File: config.mk
export PLATFORM = sky130hd
export DESIGN_NAME = round_sequencer
export DESIGN_NICKNAME = d
export VERILOG_FILES = /design/src/rtl/round_sequencer_pkg.sv /design/src/rtl/round_sequencer_seq_mem.sv /design/src/rtl/round_sequencer.sv
export SDC_FILE = /design/constraint.sdc
export NUM_CORES = 1
export LEC_CHECK = 0
export CAP_MARGIN = 20
export CORE_ASPECT_RATIO = 1.4
export CORE_MARGIN = 8
export CORE_UTILIZATION = 41
export DETAILED_ROUTE_END_ITERATION = 10
export PLACE_DENSITY = 0.6
export SLEW_MARGIN = 20
export SYNTH_ARGS = -nofsm -noshare
export SYNTH_HDL_FRONTEND = slang
export SYNTH_SLANG_ARGS = --single-unit
File: constraint.sdc
create_clock -name clock -period 2.7 [get_ports clock]
set_input_delay 0.675 -clock clock [delete_from_list [all_inputs] [get_ports clock]]
set_output_delay 0.675 -clock clock [all_outputs]
set_load 0.01 [all_outputs]
File: src/rtl/round_sequencer_pkg.sv
// round_sequencer_pkg: shared state encoding, datapath command constants and prompt helpers.
package round_sequencer_pkg;
  typedef enum logic [3:0] {
    S_IDLE, S_INIT, S_APPEND, S_SHOW, S_GAP, S_WAIT_IN, S_SCORE, S_LIFE, S_LIFE_CHK, S_OVER
  } state_t;
  localparam logic [1:0] SEL_LIVES = 2'd0;
  localparam logic [1:0] SEL_SCORE = 2'd1;
  localparam logic [1:0] FUNC_INC = 2'd0;
  localparam logic [1:0] FUNC_DEC = 2'd1;
  localparam logic [2:0] PROMPT_DARK = 3'd0;
  function automatic logic [2:0] prompt_code(input logic [1:0] sym);
    return {1'b0, sym} + 3'd1;
  endfunction
endpackage

File: src/rtl/round_sequencer_seq_mem.sv
// seq_mem: prompt sequence storage, one write port and two combinational read ports; not reset.
module seq_mem #(
  parameter int DEPTH = 16,
  parameter int AW = 4
) (
  input  logic          clock,
  input  logic          we,
  input  logic [AW-1:0] waddr,
  input  logic [1:0]    wdata,
  input  logic [AW-1:0] raddr_a,
  output logic [1:0]    rdata_a,
  input  logic [AW-1:0] raddr_b,
  output logic [1:0]    rdata_b
);
  logic [1:0] mem [DEPTH];
  always_ff @(posedge clock)
    if (we) mem[waddr] <= wdata;
  assign rdata_a = mem[raddr_a];
  assign rdata_b = mem[raddr_b];
endmodule

File: src/rtl/round_sequencer.sv
// round_sequencer: game-round FSM that grows, plays out and checks the prompt sequence.
// Optional ROUND_SEQ_TIMEOUT_EN adds a per-entry tick timeout in WAIT_IN.
module round_sequencer
  import round_sequencer_pkg::*;
#(
  parameter int MAX_LEN = 16,
  parameter int ON_TICKS = 1
`ifdef ROUND_SEQ_TIMEOUT_EN
  , parameter int TIMEOUT_TICKS = 8
`endif
) (
  input  logic                           clock,
  input  logic                           reset,
  input  logic                           start,
  input  logic                           tick,
  input  logic [1:0]                     rand_sym,
  input  logic                           user_valid,
  input  logic [1:0]                     user_sym,
  input  logic [3:0]                     lives,
  output logic                           ld_score,
  output logic                           ld_lives,
  output logic                           ld_alu_out,
  output logic [1:0]                     alu_sel_a,
  output logic [1:0]                     alu_func,
  output logic [2:0]                     prompt,
  output logic [$clog2(MAX_LEN+1)-1:0]   level,
  output logic                           input_window,
  output logic                           game_over,
  output logic                           won
);
  localparam int LW = $clog2(MAX_LEN + 1);
  localparam int AW = MAX_LEN > 1 ? $clog2(MAX_LEN) : 1;
  localparam int OW = ON_TICKS > 1 ? $clog2(ON_TICKS) : 1;
  state_t state, state_d;
  logic [LW-1:0] level_d, p, p_d, c, c_d;
  logic [OW-1:0] on_cnt, on_d;
  logic won_d;
  logic [1:0] mem_p, mem_c;
`ifdef ROUND_SEQ_TIMEOUT_EN
  localparam int TW = TIMEOUT_TICKS > 1 ? $clog2(TIMEOUT_TICKS) : 1;
  logic [TW-1:0] to_cnt, to_d;
`endif
  seq_mem #(.DEPTH(MAX_LEN), .AW(AW)) u_mem (
    .clock   (clock),
    .we      (state == S_APPEND),
    .waddr   (level[AW-1:0]),
    .wdata   (rand_sym),
    .raddr_a (p[AW-1:0]),
    .rdata_a (mem_p),
    .raddr_b (c[AW-1:0]),
    .rdata_b (mem_c)
  );
  always_comb begin
    state_d = state;
    level_d = level;
    p_d = p;
    c_d = c;
    won_d = won;
    on_d = on_cnt;
`ifdef ROUND_SEQ_TIMEOUT_EN
    to_d = '0;
`endif
    case (state)
      S_IDLE: state_d = start ? S_INIT : S_IDLE;
      S_INIT: begin
        level_d = '0;
        won_d = 1'b0;
        state_d = S_APPEND;
      end
      S_APPEND: begin
        level_d = level + LW'(1);
        p_d = '0;
        on_d = '0;
        state_d = S_SHOW;
      end
      S_SHOW:
        if (tick) begin
          if (on_cnt == OW'(ON_TICKS - 1)) state_d = S_GAP;
          else on_d = on_cnt + OW'(1);
        end
      S_GAP:
        if (tick) begin
          if (p == level - LW'(1)) begin
            c_d = '0;
            state_d = S_WAIT_IN;
          end else begin
            p_d = p + LW'(1);
            on_d = '0;
            state_d = S_SHOW;
          end
        end
      S_WAIT_IN: begin
`ifdef ROUND_SEQ_TIMEOUT_EN
        to_d = to_cnt;
`endif
        if (user_valid) begin
          if (user_sym != mem_c) state_d = S_LIFE;
          else if (c == level - LW'(1)) state_d = S_SCORE;
          else begin
            c_d = c + LW'(1);
`ifdef ROUND_SEQ_TIMEOUT_EN
            to_d = '0;
`endif
          end
        end
`ifdef ROUND_SEQ_TIMEOUT_EN
        else if (tick) begin
          if (to_cnt == TW'(TIMEOUT_TICKS - 1)) state_d = S_LIFE;
          else to_d = to_cnt + TW'(1);
        end
`endif
      end
      S_SCORE:
        if (level == LW'(MAX_LEN)) begin
          won_d = 1'b1;
          state_d = S_OVER;
        end else state_d = S_APPEND;
      S_LIFE: state_d = S_LIFE_CHK;
      S_LIFE_CHK:
        if (lives == 4'd0) state_d = S_OVER;
        else begin
          p_d = '0;
          on_d = '0;
          state_d = S_SHOW;
        end
      S_OVER: state_d = start ? S_INIT : S_OVER;
      default: state_d = S_IDLE;
    endcase
  end
  always_ff @(posedge clock) begin
    if (reset) begin
      state <= S_IDLE;
      level <= '0;
      p <= '0;
      c <= '0;
      won <= 1'b0;
      on_cnt <= '0;
`ifdef ROUND_SEQ_TIMEOUT_EN
      to_cnt <= '0;
`endif
    end else begin
      state <= state_d;
      level <= level_d;
      p <= p_d;
      c <= c_d;
      won <= won_d;
      on_cnt <= on_d;
`ifdef ROUND_SEQ_TIMEOUT_EN
      to_cnt <= to_d;
`endif
    end
  end
  assign ld_score = state == S_INIT || state == S_SCORE;
  assign ld_lives = state == S_INIT || state == S_LIFE;
  assign ld_alu_out = state == S_SCORE || state == S_LIFE;
  assign alu_sel_a = state == S_SCORE ? SEL_SCORE : SEL_LIVES;
  assign alu_func = state == S_LIFE ? FUNC_DEC : FUNC_INC;
  assign prompt = state == S_SHOW ? prompt_code(mem_p) : PROMPT_DARK;
  assign input_window = state == S_WAIT_IN;
  assign game_over = state == S_OVER;
endmodule
**The metal 3 layer**

Scale bar: 20 µm.
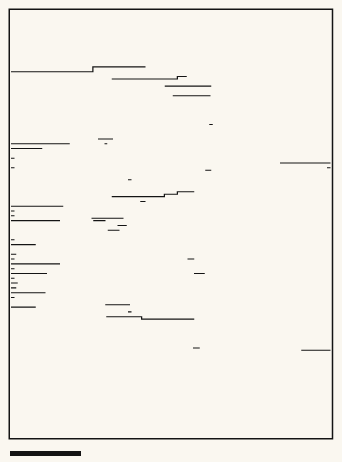
longest straight run: 23.0 µm
nets with wire on the layer: 35
main direction: horizontal
share of all routed wire: 3.9%
wire length on this layer: 304 µm

**Signal wires on met4**

Supply wires on this layer in gray. Cells faint in the background.
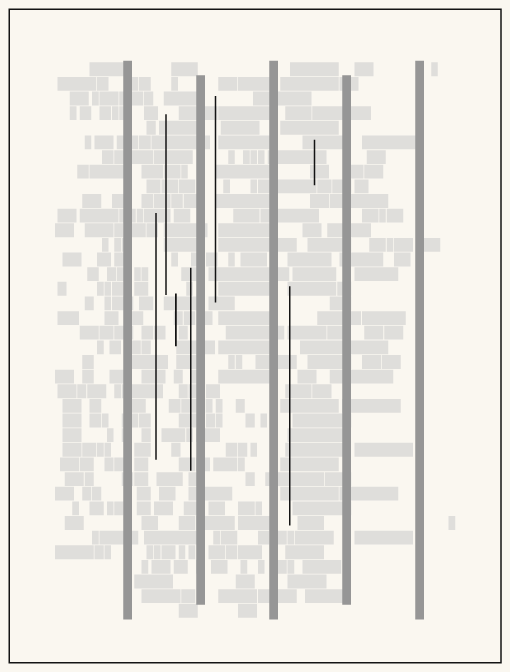
share of all routed wire: 2.8%
longest straight run: 45.6 µm
wire length on this layer: 216 µm

==> results_slide.txt <==
Physical Implementation Snapshot

Yosys
  – Yosys top cell by area: edfxtp_1
  – Post-synth EDFFs: 32
  – Top cells by count, synth: nor2_1, edfxtp_1, dfxtp_1
  – Gate Count Post-Synth: 288
  – Post-synthesis compound-gate area fraction: 6.03%
  – XOR/XNOR Fraction of Synth Area: 6.26%
  – # Cells Yosys: 288
  – Yosys top cell by instances: nor2_1
  – Ys Warns: 0
  – YS chip area: 3240 µm²
  – Synthesized registers: 60
  – Simple share: 17.1%
  – Top area contributor share: 29.7%
  – Synth Flop Type: edfxtp_1
  – Fa+ha+maj area frac: between 3 and 4%
  – Logic family by area: simple AND/OR/NAND/NOR gates
  – Proportion of synthesized area in mux cells: between 10% and 20%

STA
  – Finish-stage setup viols: 3
  – Max_slew headroom: 61.6%
  – Worst Clk Skew: 0.00690 ns
  – Final Hold Vio Count: 0
  – Hold slack: 0.497 ns
  – Fmax: ~320 MHz
  – Measured slew at the worst slew-check pin: 0.574 ns
  – Final slew viol count: 0
  – Worst setup margin: -0.384 ns
  – Fin crit period: 3.08 ns
  – Setup_tns: -0.999 ns

Power and ir drop
  – Total power: 2300 µW
  – Worst IR drop on VDD: 0.318 mV
  – LEAKAGE: 0.00141 µW
  – Pwr Density: 575 nW/µm²

Floorplan
  – FP Util: 42.1%
  – FP Rows: 38
  – Core ar.: 7700 µm²
  – I/O pin count: 31
  – Chip width: 91.1 µm

Finish
  – Highest-count logic cell in the final layout: nor2_1
  – Layout cells sized above 1: approximately a fifth
  – Ant. Diodes: 0
  – Post-route cell area: 4000 µm²
  – Area growth, synth to finish: 23.6%
  – Final cell count without fillers: ~440

Route
  – Via Count: 2317
  – Post-route ant nets: 0
  – DR DRC count: 0
  – DR iter-0 viols: 98
  – Routed wire length: 7830 µm

Clock tree
  – Root Driver: clkbuf_8
  – Clock Path Buffers: 2
  – Reg clk slew, reported paths: 0.07 ns
  – CTS Hold Bufs: 0
  – Total CTS buffers: 9
  – TritonCTS clock tree: built
  – H-Tree Depth: 3
  – Clk latency late pin: 0.34 ns
  – Clock sinks: 60

GRT
  – Initial antenna violation count: 0
  – GRT Overall Usage: 15.1%
  – Global-route wire length before repair: 12600 µm
  – GRT overflow: 0
  – Vias in the first global route: ~2400

Min path
  – Hold Path Cell Cnt: 2
  – Worst hold-check path type: flip-flop to flip-flop
  – Hold endpoint: won$_SDFFE_PP0P_
  – Hold Path Origin: won$_SDFFE_PP0P_

Critical path
  – R2R Setup Slk: 0.31 ns
  – CP endpoint kind: primary output
  – R2R Path Start: level[0]$_SDFFE_PP0P_
  – FF-to-FF path depth: 8
  – Startpoint types: flip-flop
  – Critical-path maximum fanout: 8
  – Worst setup path class: flip-flop to primary output
  – Critical path arrival: 2.41 ns

Status
  – Failing checks: setup timing
  – Status: complete, but fails checks

Placement
  – Placed insts: 418
  – HPWL after DPL: 6180 µm
  – Area post-placement: between 3000 and 4000 µm²
  – GP Congestion: about 0.80
  – Number of buffers added on ports: 28

Flow run
  – Max cap viols: 0
## worst max path at each step
stage	startpoint	end	slack [ns]	cells after the start
floorplan	flip-flop	prompt[1]	0.04	5
global placement	flip-flop	prompt[1]	-0.46	6
detailed placement	flip-flop	prompt[1]	-0.48	6
CTS	flip-flop	prompt[1]	-0.41	6
global route	flip-flop	prompt[1]	-0.46	6
finish	flip-flop	prompt[1]	-0.38	6
## area by class of cell
| type | count | area [µm²] |
|---|---|---|
| Clock buffer | 13 | 180 |
| Clock inverter | 3 | 65.1 |
| Timing Repair Buffer | 48 | 463 |
| Inverter | 5 | 18.8 |
| Tap cell | 100 | 125 |
| Multi-Input combinational cell | 206 | 1630 |
| Sequential cell | 60 | 1530 |
| Fill cell | 707 | 3700 |
## cell families after synthesis
logic type | Yosys count
and+or+nand+nor | 111
DFF | 60
muxes | 37
AOI/OAI and AO/OA | 28
buffers and inverters | 23
xor gates and xnor gates | 20
adders and majority gates | 8
other | 1
## routing by layer
layer  share of wire (%)  GRT usage [%]  vias to the layer above
li1                    -              -                     1129
met1                  40           15.2                     1118
met2                  54           27.9                       53
met3                 3.9           4.27                       17
met4                 2.8           7.30                        0
met5                   0              0                        -
## report_power, final
group	switching (µW)	total (µW)	internal [µW]
combinational	163	326	163
sequential	17.7	996	978
clock	353	978	625
total	534	2300	1770
## critical path, stage by stage (launching register included)
cell     delay, ns
dfxtp_2       0.34
buf_12        0.13
mux4_2        0.51
mux4_2        0.52
ha_4          0.29
and3_4        0.17
buf_6         0.09
## repair_timing
item | CTS | global route
resized | 17 | 2
buffers inserted | 1 | 0
pin swaps | 1 | 0
endpoints found under the setup margin | 3 | 6
Power and IR drop assume default switching activity.
